[src/rtl/harness_pkg.sv]
// Shared definitions for the harness project-switch logic: sequencer states,
// default harness dimensions and the per-project reset mask helper.
package harness_pkg;

  localparam int DEFAULT_NUM_PROJECTS = 6;
  localparam int DEFAULT_IO_PADS      = 38;
  localparam int MAX_PROJECTS         = 256;

  typedef enum logic [2:0] {
    ST_IDLE       = 3'd0,
    ST_ISOLATE    = 3'd1,
    ST_RESET_HOLD = 3'd2,
    ST_RELEASE    = 3'd3,
    ST_ENABLE     = 3'd4
  } seq_state_e;

  // One-hot of an 8-bit project index; callers cast down to their project count.
  function automatic logic [MAX_PROJECTS-1:0] project_onehot(input logic [7:0] idx);
    project_onehot      = '0;
    project_onehot[idx] = 1'b1;
  endfunction

endpackage

[src/rtl/sequencer_timer.sv]
// Loadable dwell down-counter. Holds at zero until reloaded.
module sequencer_timer #(
  parameter int WIDTH = 5
) (
  input  logic             clk,
  input  logic             reset,
  input  logic             load,
  input  logic [WIDTH-1:0] load_value,
  output logic             zero
);

  logic [WIDTH-1:0] count;

  // NOTE: sequential state is written with non-blocking assignments so every
  // register samples pre-edge values regardless of block evaluation order.
  always_ff @(posedge clk) begin
    if (reset) begin
      count <= '0;
    end else if (load) begin
      count <= load_value;
    end else if (count != '0) begin
      count <= count - WIDTH'(1);
    end
  end

  assign zero = (count == '0);

endmodule

[src/rtl/project_switch_sequencer.sv]
// Sequences a safe hand-over of the user I/O pads between harness projects:
// isolate pads, hold resets, move the mux, release, then re-enable pads.
module project_switch_sequencer
  import harness_pkg::*;
#(
  parameter int NUM_PROJECTS  = DEFAULT_NUM_PROJECTS,
  parameter int IO_PADS       = DEFAULT_IO_PADS,
  parameter int SETTLE_CYCLES = 4,
  parameter int RESET_CYCLES  = 16
) (
  input  logic                    clk,
  input  logic                    reset,
  input  logic                    req_valid,
  input  logic [7:0]              req_project,
  input  logic [IO_PADS-1:0]      req_oeb,
  output logic                    req_ready,
  output logic [7:0]              active_project,
  output logic [IO_PADS-1:0]      io_oeb,
  output logic [NUM_PROJECTS-1:0] project_reset,
  output logic                    done,
  output logic                    reject
);

  localparam int MAX_CYCLES = (SETTLE_CYCLES > RESET_CYCLES) ? SETTLE_CYCLES : RESET_CYCLES;
  localparam int CNT_W      = $clog2(MAX_CYCLES + 1);
  // The counter is loaded at the entry edge, so a dwell of N cycles loads N-1.
  localparam logic [CNT_W-1:0] SETTLE_LOAD = CNT_W'(SETTLE_CYCLES - 1);
  localparam logic [CNT_W-1:0] RESET_LOAD  = CNT_W'(RESET_CYCLES - 1);

  seq_state_e             state;
  seq_state_e             state_next;
  logic [7:0]             tgt_project;
  logic [IO_PADS-1:0]     tgt_oeb;
  logic                   accept;
  logic                   in_range;
  logic                   timer_load;
  logic [CNT_W-1:0]       timer_value;
  logic                   timer_zero;

  assign accept   = req_valid && req_ready && (state == ST_IDLE);
  assign in_range = {1'b0, req_project} < 9'(NUM_PROJECTS);

  // NOTE: every always_comb output gets a default first so no path can
  // leave it unassigned and infer a latch.
  always_comb begin
    state_next = state;
    case (state)
      ST_IDLE:       if (accept && in_range) state_next = ST_ISOLATE;
      ST_ISOLATE:    if (timer_zero)         state_next = ST_RESET_HOLD;
      ST_RESET_HOLD: if (timer_zero)         state_next = ST_RELEASE;
      ST_RELEASE:    if (timer_zero)         state_next = ST_ENABLE;
      ST_ENABLE:                             state_next = ST_IDLE;
      default:                               state_next = ST_IDLE;
    endcase
    timer_load  = (state_next != state);
    timer_value = (state_next == ST_RESET_HOLD) ? RESET_LOAD : SETTLE_LOAD;
  end

  sequencer_timer #(
    .WIDTH (CNT_W)
  ) u_timer (
    .clk        (clk),
    .reset      (reset),
    .load       (timer_load),
    .load_value (timer_value),
    .zero       (timer_zero)
  );

  // Outputs are updated on the edge that enters each state, so each state's
  // output values are visible for exactly the cycles it occupies.
  always_ff @(posedge clk) begin
    if (reset) begin
      state          <= ST_IDLE;
      tgt_project    <= '0;
      tgt_oeb        <= '1;
      req_ready      <= 1'b1;
      active_project <= '0;
      io_oeb         <= '1;
      project_reset  <= ~NUM_PROJECTS'(1);
      done           <= 1'b0;
      reject         <= 1'b0;
    end else begin
      state  <= state_next;
      done   <= 1'b0;
      reject <= 1'b0;
      case (state)
        ST_IDLE: begin
          if (accept) begin
            if (in_range) begin
              tgt_project <= req_project;
              tgt_oeb     <= req_oeb;
              req_ready   <= 1'b0;
              io_oeb      <= '1;
            end else begin
              reject <= 1'b1;
            end
          end
        end
        ST_ISOLATE: begin
          if (timer_zero) begin
            active_project <= tgt_project;
            project_reset  <= '1;
          end
        end
        ST_RESET_HOLD: begin
          if (timer_zero) project_reset <= ~NUM_PROJECTS'(project_onehot(tgt_project));
        end
        ST_RELEASE: begin
          if (timer_zero) begin
            io_oeb <= tgt_oeb;
            done   <= 1'b1;
          end
        end
        ST_ENABLE: req_ready <= 1'b1;
        default: ;
      endcase
    end
  end

endmodule

[config.mk]
export PLATFORM = sky130hd
export DESIGN_NAME = project_switch_sequencer
export DESIGN_NICKNAME = d
export VERILOG_FILES = /design/src/rtl/harness_pkg.sv /design/src/rtl/sequencer_timer.sv /design/src/rtl/project_switch_sequencer.sv
export SDC_FILE = /design/constraint.sdc
export NUM_CORES = 1
export LEC_CHECK = 0
export ABC_AREA = 1
export ABC_CLOCK_PERIOD_IN_PS = 1400
export CAP_MARGIN = 25
export CORE_MARGIN = 3
export CORE_UTILIZATION = 45
export CTS_BUF_LIST = sky130_fd_sc_hd__clkbuf_4
export CTS_CLUSTER_SIZE = 40
export DETAILED_ROUTE_END_ITERATION = 8
export GPL_ROUTABILITY_DRIVEN = 1
export PLACE_DENSITY = 0.77
export SYNTH_ARGS = -nofsm -noshare
export SYNTH_HDL_FRONTEND = slang
export SYNTH_SLANG_ARGS = --single-unit
export TNS_END_PERCENT = 5
[constraint.sdc]
create_clock -name clk -period 1.4 [get_ports clk]
set_input_delay 0.42 -clock clk [delete_from_list [all_inputs] [get_ports clk]]
set_output_delay 0.42 -clock clk [all_outputs]
set_load 0.005 [all_outputs]
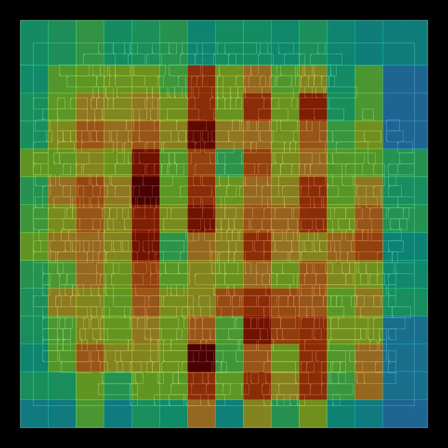
congestion.png
met2 Usage GRT: 36.7%
global routing met1 resource utilization: 28.3%
GR Layer Usage met3: 5.33%

==> reports/README.md <==
| Quantity | This run | Unit |
|:---|:---|:---|
| Highest metal layer with signal wires | met4 | - |
| Post-Synthesis Net Count | 563 | - |
| Internal power of the cells | 0.00453 | W |
| Post-synthesis cell area | 4040 | um^2 |
| Critical path data required time | 1.75 | ns |
| Floorplan utilization | 47.8 | % |
| Clock tree sinks | 109 | - |
| Met3 wirelength from detailed routing | 829 | um |
| Chip area from the yosys synthesis statistics | 4040 | um^2 |
| Die Size | 10200 | um^2 |
| TritonRoute pass-1 iters | 5 | - |
| Site row count | 33 | - |
| Actual slew at the worst max-slew pin | 0.321 | ns |
| Commonest cells after routing, fill and taps aside | sky130_fd_sc_hd__nand2_1, sky130_fd_sc_hd__nand3_1, sky130_fd_sc_hd__dfxtp_2 | - |
| Final routed DRC violation total | 0 | - |
| MaxCap Viol Count | 0 | - |
| Routed wl met2 | 5.72 | mm |
| VDD IR max | 587 | uV |
| Residual antenna-violating net count after detailed routing | 0 | - |
| Simple-gate share of the synthesized area | 29.3 | % |
| Core area | 8460 | um^2 |
| Largest net degree at the start of global routing | 32 | - |
| Setup slack after layout | -0.0753 | ns |
| Endpoint arrival time on the critical path | 1.83 | ns |
| Worst max-slew margin expressed relative to the limit | 78.3 | % |
| Relative contribution of sequential cells to total power | 50.7 | % |
| Launch point of the worst path | req_project[4] | - |
| Adder and majority gate portion of the synthesized area | 0.619 | % |
| Reg-to-reg startpoint | u_timer.count[0] | - |
| Time the final worst path needs with I/O delays and setup | 1.48 | ns |
| Post-cts repair resize count | 307 | - |
| Maximum root-to-sink buffer count | 2 | - |
| Crit path kind | in -> reg | - |
| Switch share | 30.0 | % |
| Buffer-and-inverter tally for the worst setup path | 4 | - |
| Cell type with the highest aggregate area in the netlist | sky130_fd_sc_hd__dfxtp_1 | - |
| Number of cells on the worst hold path | 4 | - |
| Overall routing resource usage | 22.1 | % |
| Post-Syn Instances | 512 | - |
| Pwr Density | 1120 | nW/um^2 |
| H-tree depth | 3 | - |
| Average routed wire per standard cell | 14.9 | um |
| Part of the power in the clock network | 26.3 | % |
| I/O pin cnt | 104 | - |
| Run status | finished, violations left | - |
| Final Cycle Share | 105 | % |
| Number of cells in Yosys stat | 512 | - |
| Path class of the lowest-slack min-delay path | in -> reg | - |
| Gp weighted congestion | 0.820 | - |
| Share of synthesized cell area in and-or and or-and compound cells | 9.10 | % |
| WL met1 | 4.53 | mm |
| Post-CTS Repair Setup Buffers | 7 | - |
| Antenna violations before repair | 0 | - |
| Buffers on Ports | 103 | - |
| XORs/XNORs by Area | 0.650 | % |
| Log Warnings | 30 | - |
| Main area contributors | sky130_fd_sc_hd__dfxtp_1, sky130_fd_sc_hd__nand2_1, sky130_fd_sc_hd__nand3_1, sky130_fd_sc_hd__o21ai_0, sky130_fd_sc_hd__a21oi_1 | - |
| Critical Path Fanout Max | 15 | - |
| Number of vias per cell after detailed routing | 5.34 | - |
| Post-synthesis average cell area | 7.90 | um^2 |
| MUX area fraction | 0 | % |
| Final hold violation count | 0 | - |
| # nets final | 694 | - |
| Global-route layer with the greatest usage | met2 | - |
| Worst skew pair latency | 0.47 | ns |
| Failing checks | negative setup slack | - |
| Lkg Pwr | 2.71 | nW |
| Setup repair after global routing missed its margin | yes | - |
| Growth of design area from synthesis to finish | 43.0 | % |
| Post-route clock skew | 0.0171 | ns |
| Max-area cell share | 54.0 | % |
| Fillcell total | 704 | - |
| Delay of the slowest cell on the worst path | 0.50 | ns |
| Peak Freq | 678 | MHz |
| Total of warnings raised by yosys | 0 | - |
| Capturing instance or port of the critical path | io_oeb[4] | - |
| Setup-failing EPs final | 44 | - |
| Slowest stage cell on the critical path | sky130_fd_sc_hd__clkdlybuf4s50_1 | - |
| Cell count after placement | 726 | - |
| Reported net switching power | 0.00194 | W |
| Die Span Y | 101 | um |
| Via count of the first global-routing pass | 3871 | - |
| Post-route worst hold slack | 0.363 | ns |
| Count of distinct cell types in the synthesized netlist | 26 | - |
| Worst path cell trace | clkdlybuf4s50_1 > nor2_4 > nand2_2 > nor2_4 > nand2_4 > inv_6 > nor2_4 > inv_4 > buf_12 > o21ai_0 > nand3_1 | - |
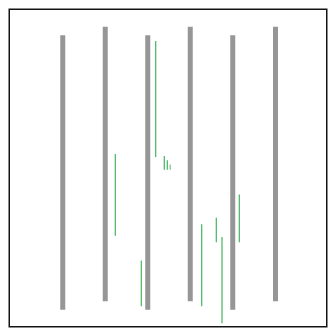
layer_met4.png
Supply wires on this layer in gray.
The layer holds 1.4% of the routed length. The wires run mostly vertical. The layer carries 161 um of wire. The longest straight run is 36.7 um. 9 nets have wire on it.
number of vias in the routed layout: 4019
Total Wirelength: 11.2 mm

-- registers in the layout, summed over array words and instances (netlist names) --
name,cells
io_oeb,38
tgt_oeb,38
active_project,8
tgt_project,8
project_reset,6
u_timer.count,5
state,3
done,1
reject,1
req_ready,1
-- cell usage after synthesis (all sizes together) --
library cell	number
nand2	148
dfxtp	109
nand3	88
o21ai	55
inv	23
clkbuf	19
nor2	17
a21oi	15
buf	13
nor3	11
nand4	5
xor2	3
ha	2
o41ai	2
clkinv	1
nor4	1
-- stage by stage --
stage	TNS [ns]	area, um^2	setup WS, ns
finish	-1.62	5780	-0.0753
global route	-7.92	5780	-0.130
CTS	-0.213	5490	-0.0429
detailed placement	-45.89	5400	-0.583
global placement	-42.59	5400	-0.535
floorplan	-0.670	4090	-0.0304
-- area by class of cell --
| class | instances | area [um^2] | area share, % |
|---|---|---|---|
| multi-input combinational | 347 | 1800 | 31.1 |
| clock inverter | 7 | 85.1 | 1.47 |
| inverter | 24 | 113 | 1.95 |
| sequential | 109 | 2260 | 39.1 |
| tap | 105 | 131 | 2.27 |
| timing repair buffer | 152 | 1330 | 23.0 |
| clock buffer | 9 | 67.6 | 1.17 |
-- power by group through the flow --
stage	combinational [W]	clock (W)	sequential, W
after global placement	0.00110	0	0.00332
after detailed placement	0.00116	0	0.00333
after CTS	0.00134	0.00172	0.00328
final	0.00149	0.00170	0.00328
after global routing	0.00161	0.00187	0.00329
after floorplan	0.000653	0	0.00332
-- cell families (layout without fill, tap and decap cells) --
group | after synthesis | in the layout
AND/OR/NAND/NOR | 270 | 270
flip-flops | 109 | 109
AND-OR/OR-AND | 72 | 72
buffers and inverters | 56 | 192
XOR/XNOR | 3 | 3
adder cells (fa/ha/maj) | 2 | 2
Power is estimated from default activity; no workload was simulated.
